## config.mk

```make
export PLATFORM = sky130hd
export DESIGN_NAME = fast_carry_32_flat
export DESIGN_NICKNAME = d
export VERILOG_FILES = /design/src/rtl/fast_carry_32_if.sv /design/src/rtl/fast_carry_32.sv /design/src/flat_wrapper.sv
export SDC_FILE = /design/constraint.sdc
export NUM_CORES = 1
export LEC_CHECK = 0
export CAP_MARGIN = 25
export CELL_PAD_IN_SITES_DETAIL_PLACEMENT = 0
export CELL_PAD_IN_SITES_GLOBAL_PLACEMENT = 1
export CORE_ASPECT_RATIO = 1.5
export CORE_UTILIZATION = 31
export DETAILED_ROUTE_END_ITERATION = 10
export PLACE_DENSITY = 0.95
export SYNTH_ARGS = -nofsm -noshare
export SYNTH_HDL_FRONTEND = slang
export SYNTH_SLANG_ARGS = --single-unit
```

## constraint.sdc

```tcl
create_clock -name clk -period 9.2 [get_ports clk]
set_clock_uncertainty 0.15 [all_clocks]
set_input_delay 1.84 -clock clk [delete_from_list [all_inputs] [get_ports clk]]
set_output_delay 1.84 -clock clk [all_outputs]
set_load 0.005 [all_outputs]
```

## src/rtl/fast_carry_32_if.sv

```systemverilog
// Operand/result bundle for the 32-bit carry-lookahead adder.
// The master drives the operands; the slave (the adder) returns the sums.
interface fast_carry_32_if;
  logic [31:0] A;
  logic [31:0] B;
  logic        Cin;
  logic [31:0] S;
  logic        Cout;
  logic [31:0] S_r;
  logic        Cout_r;

  modport master (output A, B, Cin, input S, Cout, S_r, Cout_r);
  modport slave  (input A, B, Cin, output S, Cout, S_r, Cout_r);
endinterface

```

## src/rtl/fast_carry_32.sv

```systemverilog
// 32-bit carry-lookahead adder: 4-bit groups, two 16-bit blocks, one top-level
// lookahead stage; combinational sum plus a registered copy.
module fast_carry_32 (
  input  logic            clk,
  input  logic            rst,
  fast_carry_32_if.slave  bus
);

  // One 4-wide lookahead cell, reused at bit level and at group level.
  // Returns {generate, propagate, c3, c2, c1}.
  function automatic logic [4:0] la4(input logic [3:0] g, input logic [3:0] p,
                                     input logic ci);
    logic c1, c2, c3, gen, prop;
    c1   = g[0] | (p[0] & ci);
    c2   = g[1] | (p[1] & g[0]) | (p[1] & p[0] & ci);
    c3   = g[2] | (p[2] & g[1]) | (p[2] & p[1] & g[0]) | (p[2] & p[1] & p[0] & ci);
    gen  = g[3] | (p[3] & g[2]) | (p[3] & p[2] & g[1]) | (p[3] & p[2] & p[1] & g[0]);
    prop = &p;
    return {gen, prop, c3, c2, c1};
  endfunction

  logic [31:0] g, p, c;
  logic [7:0]  grp_g, grp_p, grp_cin;
  logic [1:0]  blk_g, blk_p, blk_cin;
  logic [4:0]  tmp;
  logic [31:0] sum;
  logic        cout;
  logic [31:0] s_r_d, s_r_q;
  logic        cout_r_d, cout_r_q;

  always_comb begin
    g       = bus.A & bus.B;
    p       = bus.A ^ bus.B;
    grp_g   = '0;
    grp_p   = '0;
    grp_cin = '0;
    blk_g   = '0;
    blk_p   = '0;
    blk_cin = '0;
    c       = '0;
    tmp     = '0;

    for (int k = 0; k < 8; k++) begin
      tmp      = la4(g[4*k +: 4], p[4*k +: 4], 1'b0);
      grp_g[k] = tmp[4];
      grp_p[k] = tmp[3];
    end

    for (int b = 0; b < 2; b++) begin
      tmp      = la4(grp_g[4*b +: 4], grp_p[4*b +: 4], 1'b0);
      blk_g[b] = tmp[4];
      blk_p[b] = tmp[3];
    end

    // Top level: both block carry-ins and the carry-out come straight from
    // GG/PP and Cin, so no carry ever ripples between blocks.
    blk_cin[0] = bus.Cin;
    blk_cin[1] = blk_g[0] | (blk_p[0] & bus.Cin);
    cout       = blk_g[1] | (blk_p[1] & blk_g[0]) | (blk_p[1] & blk_p[0] & bus.Cin);

    for (int b = 0; b < 2; b++) begin
      tmp                    = la4(grp_g[4*b +: 4], grp_p[4*b +: 4], blk_cin[b]);
      grp_cin[4*b]           = blk_cin[b];
      grp_cin[4*b + 1 +: 3]  = tmp[2:0];
    end

    for (int k = 0; k < 8; k++) begin
      tmp                = la4(g[4*k +: 4], p[4*k +: 4], grp_cin[k]);
      c[4*k]             = grp_cin[k];
      c[4*k + 1 +: 3]    = tmp[2:0];
    end

    sum      = p ^ c;
    s_r_d    = sum;
    cout_r_d = cout;
  end

  always_ff @(posedge clk) begin
    if (rst) begin
      s_r_q    <= '0;
      cout_r_q <= 1'b0;
    end else begin
      s_r_q    <= s_r_d;
      cout_r_q <= cout_r_d;
    end
  end

  assign bus.S      = sum;
  assign bus.Cout   = cout;
  assign bus.S_r    = s_r_q;
  assign bus.Cout_r = cout_r_q;

endmodule

```

## src/flat_wrapper.sv

```systemverilog
// flat-port wrapper written by rule: the top's interface ports become plain ports
module fast_carry_32_flat 
  (clk, rst, bus_A, bus_B, bus_Cin, bus_S, bus_Cout, bus_S_r, bus_Cout_r);
  fast_carry_32_if bus_i ();
  input  logic clk;
  input  logic rst;
  input wire logic [$bits(bus_i.A)-1:0] bus_A;
  input wire logic [$bits(bus_i.B)-1:0] bus_B;
  input wire logic [$bits(bus_i.Cin)-1:0] bus_Cin;
  output wire logic [$bits(bus_i.S)-1:0] bus_S;
  output wire logic [$bits(bus_i.Cout)-1:0] bus_Cout;
  output wire logic [$bits(bus_i.S_r)-1:0] bus_S_r;
  output wire logic [$bits(bus_i.Cout_r)-1:0] bus_Cout_r;
  assign bus_i.A = bus_A;
  assign bus_i.B = bus_B;
  assign bus_i.Cin = bus_Cin;
  assign bus_S = bus_i.S;
  assign bus_Cout = bus_i.Cout;
  assign bus_S_r = bus_i.S_r;
  assign bus_Cout_r = bus_i.Cout_r;
  fast_carry_32 u_core (.clk(clk), .rst(rst), .bus(bus_i));
endmodule
```

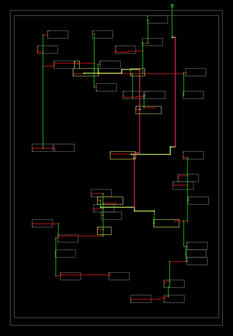
run_1/clocks.png
# clk buffers: 7
cts bufs inserted: 5
P_clk: 0.177 mW
sequential cell count: 33
Num Clock Sinks: 33

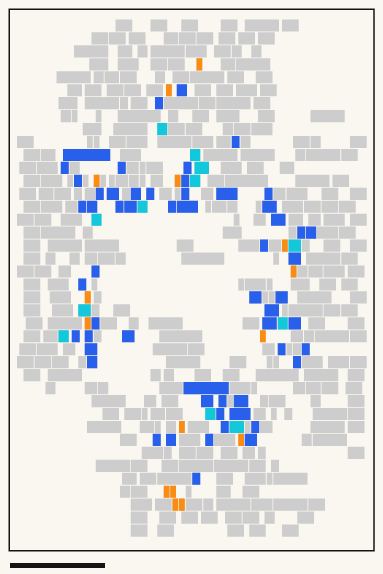
run_1/logic_types.png
The bar under the picture is 20 µm long.
inverters -> orange  # cells 15, most used inv_1
inverting AOI/OAI gates -> blue  # cells 57, most used a21oi_1
AND and OR gates -> cyan  # cells 12, most used or3_1

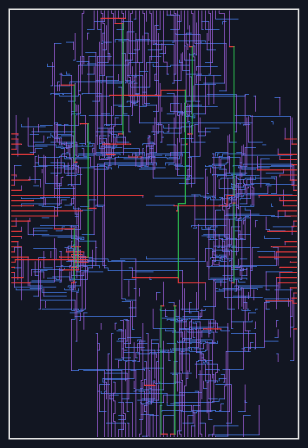
run_1/wires.png
metal 3 -> red  # wire length 414 µm
metal 1 -> blue  # wire length 2610 µm
metal 2 -> purple  # wire length 3880 µm
metal 4 -> green  # wire length 307 µm

==> flow_summary.toml, run 1 <==
# implementation run metrics
[sta]
hold_viol_final = 0
max_freq_ghz = 0.141
layout_setup_ws_ns = 2.09
tns_ns = 0
fin_crit_ns = 7.11
holdWs_ns = 2.19
tightest_slew_ns = 0.465

[finish]
buf_share_pct = 31.9
final_core_util_pct = 52.0
layout-drive-gt1-share_pct = 5.21
mostFrequentLayoutCell = "clkdlybuf4s50_1"
comb_area_mm2 = 0.00183

[power_and_ir_drop]
intPower_mw = 0.440
power.total_mw = 0.616
p_comb_mw = 0.272
clockPowerShare_pct = 28.8
combPwrFrac_pct = 44.2

[hold_path]
worstHoldPathCells = 4
min_from = "bus_A[31]"

[grt]
gr-usage-met3_pct = 3.84
grt_max_degree = 40

[floorplanning]
coreArea_mm2 = 0.00801
fp_util_pct = 32.0
die_y_um = 113

[place]
gp_congestion = 0.840
dpl_cell_area_mm2 = 0.00401

[clocking]
cts.path.max_buffers = 2
cts_resized = 0

[yosys]
numSynthFlops = 33
ys_cells = 285
ys.flop_type = "dfxtp_1"
edf_count = 0
yosys.area_share.simple_pct = 19.5
synth_seq_share_pct = 25.8

[critical_path]
critPathCaptureType = "output port"
crit_family = "AND-OR/OR-AND gates"
startpoint_type = "input port"
path_depth = 11
worst-path-buf-inv = 2

[outcome]
outcome = "finished, final reports clean"
--- run 2 (diff from run 1) ---
--- a/config.mk
+++ b/config.mk
@@ -9,9 +9,9 @@
 export CELL_PAD_IN_SITES_DETAIL_PLACEMENT = 0
 export CELL_PAD_IN_SITES_GLOBAL_PLACEMENT = 1
 export CORE_ASPECT_RATIO = 1.5
-export CORE_UTILIZATION = 31
+export CORE_UTILIZATION = 26
 export DETAILED_ROUTE_END_ITERATION = 10
-export PLACE_DENSITY = 0.95
+export PLACE_DENSITY = 0.89
 export SYNTH_ARGS = -nofsm -noshare
 export SYNTH_HDL_FRONTEND = slang
 export SYNTH_SLANG_ARGS = --single-unit
==> constraint.sdc (replaced) <==
create_clock -name clk -period 6.1 [get_ports clk]
set_clock_uncertainty 0.15 [all_clocks]
set_input_delay 1.22 -clock clk [delete_from_list [all_inputs] [get_ports clk]]
set_output_delay 1.22 -clock clk [all_outputs]
set_load 0.005 [all_outputs]
==> run 2 against run 1 <==
  * Critical path depth unchanged
  * Highest routed layer unchanged
  * Largest cell class unchanged
  * Largest power group unchanged
  * Power grew 52%
  * Sequential share of layout area fell by 0.10 points
  * Wire length up 2.2%
  * Clock power grew 55%
  * Cell area rose by 0.66%
==> flow_summary.toml, run 2 <==
# implementation run metrics
[outcome]
outcome = "finished, final reports clean"

[floorplanning]
row_count = 44
io_pins = 133
die_y_um = 124
coreArea_mm2 = 0.00963
fp_util_pct = 26.6

[yosys]
top_cells_by_count = "dfxtp_1, ha_1, nor2b_1"
topCellsByArea = "dfxtp_1, ha_1, fa_1"
largest_area_cell = "dfxtp_1"
ys_cells = 285
synth_seq_share_pct = 25.8
numSynthFlops = 33
syn_nets = 392
xor_area_share_pct = 5.46
yosys.area_share.simple_pct = 19.5
ys.flop_type = "dfxtp_1"
edf_count = 0

[clocking]
cts-root-buf = "clkbuf_16"
cts_tree = "done"
cts_hold_buf = 0
postCtsSetupBuffers = 0
cts_sinks = 33
cts_resized = 0
cts.path.max_buffers = 2
cts_inserted_buffers = 5

[power_and_ir_drop]
p_comb_mw = 0.410
clockPowerShare_pct = 29.3
pwr-share-seq_pct = 26.8
power.total_mw = 0.936
intPower_mw = 0.665
sw_frac_of_total_pct = 29.0
p_switching_mw = 0.271
clock_power_mw = 0.275
combPwrFrac_pct = 43.8

[sta]
hold_viol_final = 0
tns_ns = 0
tightest_slew_ns = 0.500
max_freq_ghz = 0.173
holdWs_ns = 1.57
fin_crit_ns = 5.79
layout_setup_ws_ns = 0.312
drv_slew = 0

[finish]
final_core_util_pct = 43.5
n_all_buffers = 135
mostFrequentLayoutCell = "clkdlybuf4s50_1"
comb_area_mm2 = 0.00183
area_growth_pct = 63.6
seqCellArea_um2 = 661
flops = 33
buf_share_pct = 32.0
layout-drive-gt1-share_pct = 5.66
inverters = 15
largest_register_ffs = 32
lay_top_cells = "clkdlybuf4s50_1, dfxtp_1, ha_1, nor2b_1, nor2_1"
design_area_mm2 = 0.00420
n_clock_buffer = 7

[grt]
grt_max_degree = 40
gr-total-overflow = 0
gr-usage-met3_pct = 2.25

[hold_path]
min_from = "bus_A[31]"
worstHoldPathCells = 4

[critical_path]
critPathKind = "in2out"
worst-path-buf-inv = 2
path_depth = 11
crit_family = "AND-OR/OR-AND gates"
critPathCaptureType = "output port"
startpoint_type = "input port"

[place]
gp_congestion = 0.811
pre_cts_slack_ns = 0.256
dpl_cell_area_mm2 = 0.00404
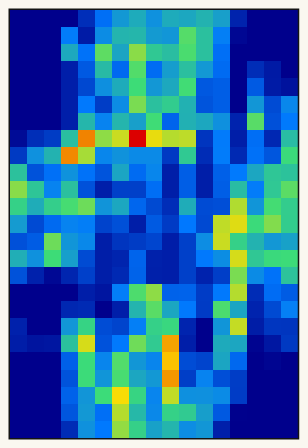
run_2/metal_density.png
17 x 25 tiles, from dark blue (low) to red (high), scaled to the fullest tile. Values are wire area over tile area, all layers added.
mean over tiles = 0.11
tiles over half the peak = 12%
fullest tile = 0.46
nearly empty tiles = 20%

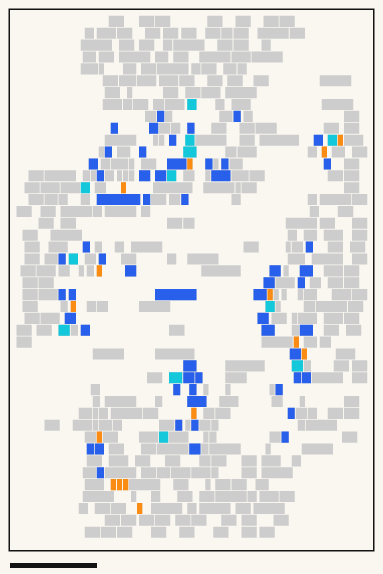
run_2/logic_types.png
The bar under the picture is 20 µm long.
inverting AOI/OAI gates -> blue  # cells 57, most used a21oi_1
inverters -> orange  # cells 15, most used inv_1
AND and OR gates -> cyan  # cells 12, most used or3_1

Power and IR drop assume default switching activity.
